==> config.mk <==
export PLATFORM = sky130hd
export DESIGN_NAME = ddc_auto_scale
export DESIGN_NICKNAME = d
export VERILOG_FILES = /design/src/rtl/ddc_pkg.sv /design/src/rtl/lod48.sv /design/src/rtl/ddc_auto_scale.sv
export SDC_FILE = /design/constraint.sdc
export NUM_CORES = 1
export LEC_CHECK = 0
export CAP_MARGIN = 5
export CORE_ASPECT_RATIO = 0.5
export CORE_UTILIZATION = 53
export CTS_BUF_LIST = sky130_fd_sc_hd__clkbuf_2 sky130_fd_sc_hd__clkbuf_4 sky130_fd_sc_hd__clkbuf_8
export DETAILED_ROUTE_END_ITERATION = 16
export PLACE_DENSITY = 0.8
export SETUP_SLACK_MARGIN = 0.4
export SYNTH_ARGS = -nofsm -noshare
export SYNTH_HDL_FRONTEND = slang
export SYNTH_SLANG_ARGS = --single-unit
==> constraint.sdc <==
create_clock -name clk -period 10.2 [get_ports clk]
set_input_delay 2.04 -clock clk [delete_from_list [all_inputs] [get_ports clk]]
set_output_delay 2.04 -clock clk [all_outputs]
set_load 0.1 [all_outputs]
==> src/rtl/ddc_pkg.sv <==
// Shared constants and types for the DDC output-path blocks.
package ddc_pkg;

    localparam int IN_W    = 48;
    localparam int OUT_W   = 16;
    localparam int SHIFT_W = 6;

    // Window-decision sequencer states
    typedef enum logic [1:0] {
        IDLE,
        WAIT,
        LOD,
        DECIDE
    } state_t;

    // Signed saturation limits of an OUT_W-bit sample
    localparam longint SAT_HI = (longint'(1) <<< (OUT_W - 1)) - 1;
    localparam longint SAT_LO = -(longint'(1) <<< (OUT_W - 1));

endpackage

==> src/rtl/lod48.sv <==
// Registered 48-bit leading-one detector: index of the highest set bit
// plus a flag that is high when the input is all zeros.
module lod48 (
    input  logic        clk,
    input  logic        rst,
    input  logic [47:0] value,
    output logic [5:0]  index,
    output logic        zero
);

    logic [5:0] index_c;

    // Scan upward so the last set bit found is the highest one
    always_comb begin
        index_c = '0;
        for (int i = 0; i < 48; i++) begin
            if (value[i]) index_c = 6'(i);
        end
    end

    // Register the result so the priority chain stays off the decision path
    always_ff @(posedge clk) begin
        if (rst) begin
            index <= '0;
            zero  <= 1'b1;
        end else begin
            index <= index_c;
            zero  <= (value == '0);
        end
    end

endmodule

==> src/rtl/ddc_auto_scale.sv <==
// Window-based automatic requantizer: picks a right shift from the peak
// detector once per window (fast attack, slow release) and applies it to
// the 48-bit sample stream, saturating to OUT_W bits.
// Optional feature macro: AUTO_SCALE_SAT_CNT_EN (per-window saturation count).
//
// Qualifier semantics: there is no backpressure. A sample is taken on every
// clock edge where data_valid is high; data_out_valid is high for exactly one
// cycle per taken sample, one cycle later. data_out holds otherwise.
module ddc_auto_scale #(
    parameter int IN_W        = ddc_pkg::IN_W,
    parameter int OUT_W       = ddc_pkg::OUT_W,
    parameter int HEADROOM    = 1,
    parameter int MAX_SHIFT   = 32,
    parameter int PEAK_DELAY  = 4,
    parameter int DEC_WINDOWS = 4,
    parameter int INIT_SHIFT  = 0
) (
    input  logic                        clk,
    input  logic                        rst,
    input  logic                        ms_in,
    input  logic [IN_W-1:0]             peak,
    input  logic signed [IN_W-1:0]      data_in,
    input  logic                        data_valid,
    output logic signed [OUT_W-1:0]     data_out,
    output logic                        data_out_valid,
    output logic [ddc_pkg::SHIFT_W-1:0] shift,
    output logic                        shift_valid,
    output logic [15:0]                 sat_count
);

    import ddc_pkg::*;

    localparam int DEC_W = $clog2(DEC_WINDOWS + 1);
    localparam logic signed [IN_W-1:0]  LIM_HI  = IN_W'(SAT_HI);
    localparam logic signed [IN_W-1:0]  LIM_LO  = IN_W'(SAT_LO);
    localparam logic signed [OUT_W-1:0] OUT_MAX = OUT_W'(SAT_HI);
    localparam logic signed [OUT_W-1:0] OUT_MIN = OUT_W'(SAT_LO);

    state_t             state;
    logic               ms_d;
    logic               win_edge;
    logic [3:0]         wait_cnt;
    logic [IN_W-1:0]    peak_r;
    logic [5:0]         lod_index;
    logic               lod_zero;
    logic [DEC_W-1:0]   dec_cnt;
    logic [SHIFT_W-1:0] tgt;
    int                 p_i;
    int                 t_i;

    logic signed [IN_W-1:0] shifted;
    logic                   sat_hi;
    logic                   sat_lo;

    assign win_edge = ms_in & ~ms_d;

    // Delay the strobe by one cycle for rising-edge detection
    always_ff @(posedge clk) begin
        if (rst) ms_d <= 1'b0;
        else     ms_d <= ms_in;
    end

    lod48 u_lod (
        .clk   (clk),
        .rst   (rst),
        .value (peak_r),
        .index (lod_index),
        .zero  (lod_zero)
    );

    // Target shift from peak position: keep HEADROOM spare bits above the peak
    always_comb begin
        p_i = lod_zero ? -1 : int'(lod_index);
        t_i = p_i + 1 + HEADROOM - (OUT_W - 1);
        if (t_i < 0)         t_i = 0;
        if (t_i > MAX_SHIFT) t_i = MAX_SHIFT;
        tgt = SHIFT_W'(t_i);
    end

    // Window decision sequencer; edges seen outside IDLE are dropped
    always_ff @(posedge clk) begin
        if (rst) begin
            state       <= IDLE;
            wait_cnt    <= '0;
            peak_r      <= '0;
            shift       <= SHIFT_W'(INIT_SHIFT);
            dec_cnt     <= '0;
            shift_valid <= 1'b0;
        end else begin
            shift_valid <= 1'b0;
            case (state)
                IDLE: begin
                    if (win_edge) begin
                        state    <= WAIT;
                        wait_cnt <= 4'd1;
                    end
                end
                WAIT: begin
                    if (wait_cnt == 4'(PEAK_DELAY)) begin
                        peak_r <= peak;
                        state  <= LOD;
                    end else begin
                        wait_cnt <= wait_cnt + 4'd1;
                    end
                end
                LOD: begin
                    state <= DECIDE;
                end
                DECIDE: begin
                    shift_valid <= 1'b1;
                    state       <= IDLE;
                    if (tgt > shift) begin
                        shift   <= tgt;
                        dec_cnt <= '0;
                    end else if (tgt == shift) begin
                        dec_cnt <= '0;
                    end else if (dec_cnt == DEC_W'(DEC_WINDOWS - 1)) begin
                        shift   <= shift - SHIFT_W'(1);
                        dec_cnt <= '0;
                    end else begin
                        dec_cnt <= dec_cnt + DEC_W'(1);
                    end
                end
                default: state <= IDLE;
            endcase
        end
    end

    assign shifted = data_in >>> shift;
    assign sat_hi  = (shifted > LIM_HI);
    assign sat_lo  = (shifted < LIM_LO);

    // Shift and saturate each valid sample; output holds when not valid
    always_ff @(posedge clk) begin
        if (rst) begin
            data_out       <= '0;
            data_out_valid <= 1'b0;
        end else begin
            data_out_valid <= data_valid;
            if (data_valid) begin
                if (sat_hi)      data_out <= OUT_MAX;
                else if (sat_lo) data_out <= OUT_MIN;
                else             data_out <= shifted[OUT_W-1:0];
            end
        end
    end

`ifdef AUTO_SCALE_SAT_CNT_EN
    logic [15:0] sat_acc;
    logic        sat_now;

    assign sat_now = data_valid & (sat_hi | sat_lo);

    // Count saturations per window; a hit on the edge cycle opens the new window
    always_ff @(posedge clk) begin
        if (rst) begin
            sat_acc   <= '0;
            sat_count <= '0;
        end else if (win_edge) begin
            sat_count <= sat_acc;
            sat_acc   <= sat_now ? 16'd1 : 16'd0;
        end else if (sat_now && sat_acc != 16'hFFFF) begin
            sat_acc <= sat_acc + 16'd1;
        end
    end
`else
    assign sat_count = '0;
`endif

endmodule
==> run summary <==
Flow results are below.

- The number of flip-flops in the largest register is 48, for reference.
- Ranked by instance count, the synthesized netlist is headed by sky130_fd_sc_hd__nand2_1, sky130_fd_sc_hd__nor2_1, sky130_fd_sc_hd__a21oi_1, sky130_fd_sc_hd__dfxtp_1, sky130_fd_sc_hd__o21ai_0.
- The adder-cell area share of the yosys netlist is 0.0396, for reference.
- The count of antenna-violating nets left after detailed routing is 0, for reference.
- The flow ran to the end, and the final reports show no timing, DRC or antenna violations.
- Per the synthesis report, the XOR/XNOR share of the synthesized area is 0.00213.
- The pre-CTS setup slack is 4130 ps, for reference.
- The area of the die is 16,100 um^2, for reference.
- The synthesis report lists the most area-consuming cells as sky130_fd_sc_hd__dfxtp_1, sky130_fd_sc_hd__mux4_2, sky130_fd_sc_hd__nand2_1.
- Per the GRT congestion report, total overflow comes to 0.
- The clock-pin slew reported for the worst setup and hold paths after clock tree synthesis is 100 ps, for reference.
- The worst setup path is captured at a register.
- Along the worst path, the maximum fanout reaches 21.
- The share of total power dissipated in the clock network is 0.265.
- In this run, the synthesized area fraction spent on AND-OR/OR-AND gates is recorded as 0.235.
- The weighted congestion reported at the end of routability-driven placement is 1.04, for reference.
- The count of endpoints failing hold in the final timing report is 0, for reference.
- Looking at the clock tree report, the H-tree level count equals 3.
- The I/O pin count is 140, for reference.
- The fraction of synthesized cell area taken by the top area cell type is 0.217, for reference.
- The slowest cell on the critical path is sky130_fd_sc_hd__clkdlybuf4s50_1, for reference.
- The global router reports that the layer with the highest usage is met2.
- In the final layout, the registers with the most flip-flops are peak_r: 48 flops, data_out: 16 flops.
- The violation tally from detailed-route iteration zero is 842, for reference.
- The data arrival at the endpoint of the critical path is 5860 ps, for reference.
- In the power breakdown, the biggest contributor is registers.
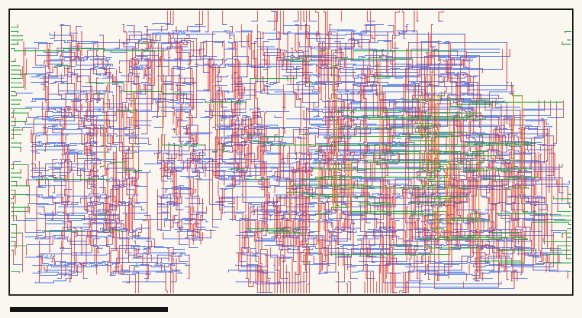
Fig. 1. Signal wires by layer.
The bar under the picture is 50 um long.
Key: met3 = green [wire length 1,820 um]; met1 = blue [wire length 10,300 um]; met4 = orange [wire length 595 um]; met2 = red [wire length 10,700 um]
Via Count: 8,192
all-layer global routing usage: 0.296

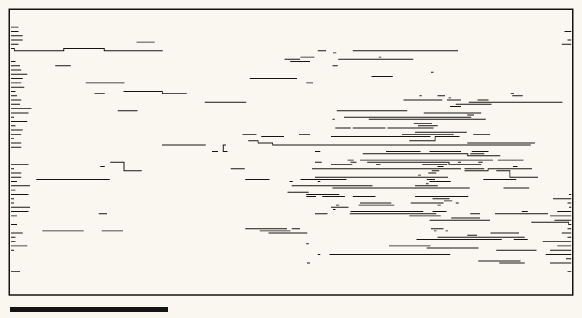
Fig. 2. The metal 3 layer.
The bar under the picture is 50 um long.
The layer holds 7.8% of the routed length. The wires run mostly horizontal. 173 nets have wire on it.
wirelength, routed: 23,400 um
global-route met3 utilization: 0.0448

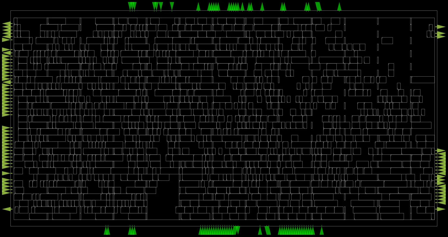
Fig. 3. Placement view.
Site Rows: 31
number of tap cells added at floorplan: 198
final core utilization: 0.643
final cell count without fillers: 1,313

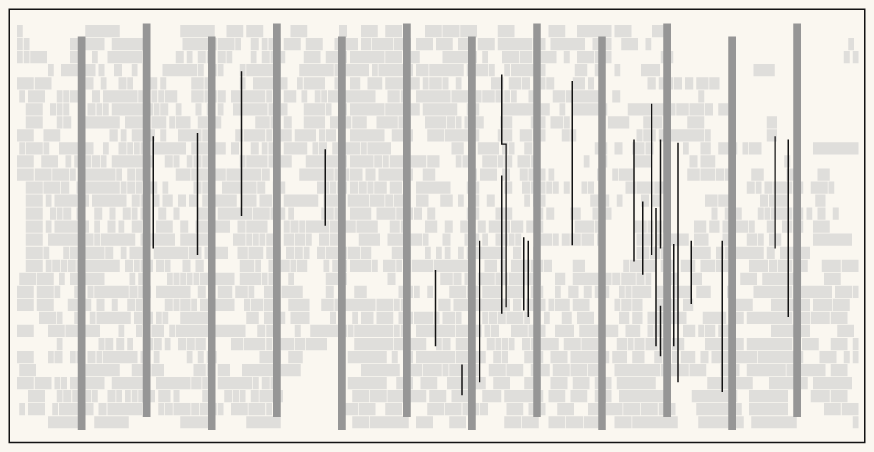
Fig. 4. Metal 4.
Supply wires on this layer in grey. Cells faint in the background.
The layer carries 595 um of wire. 23 nets have wire on it. The layer holds 2.5% of the routed length.

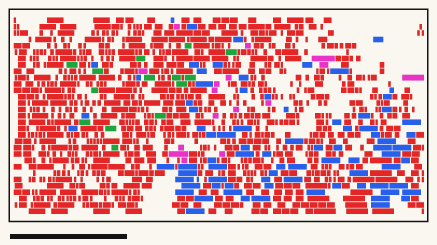
Fig. 5. Cell sizes after repair.
The bar under the picture is 50 um long.
Key: drive 3 to 4 = magenta [cells 16, share 1.4%]; drive 6 and up = green [cells 14, share 1.3%]; drive 2 = blue [cells 82, share 7.4%]; drive 1 or less = red [cells 1,003, share 90%]

No activity file was given, so power comes from the tool's default toggle rates.
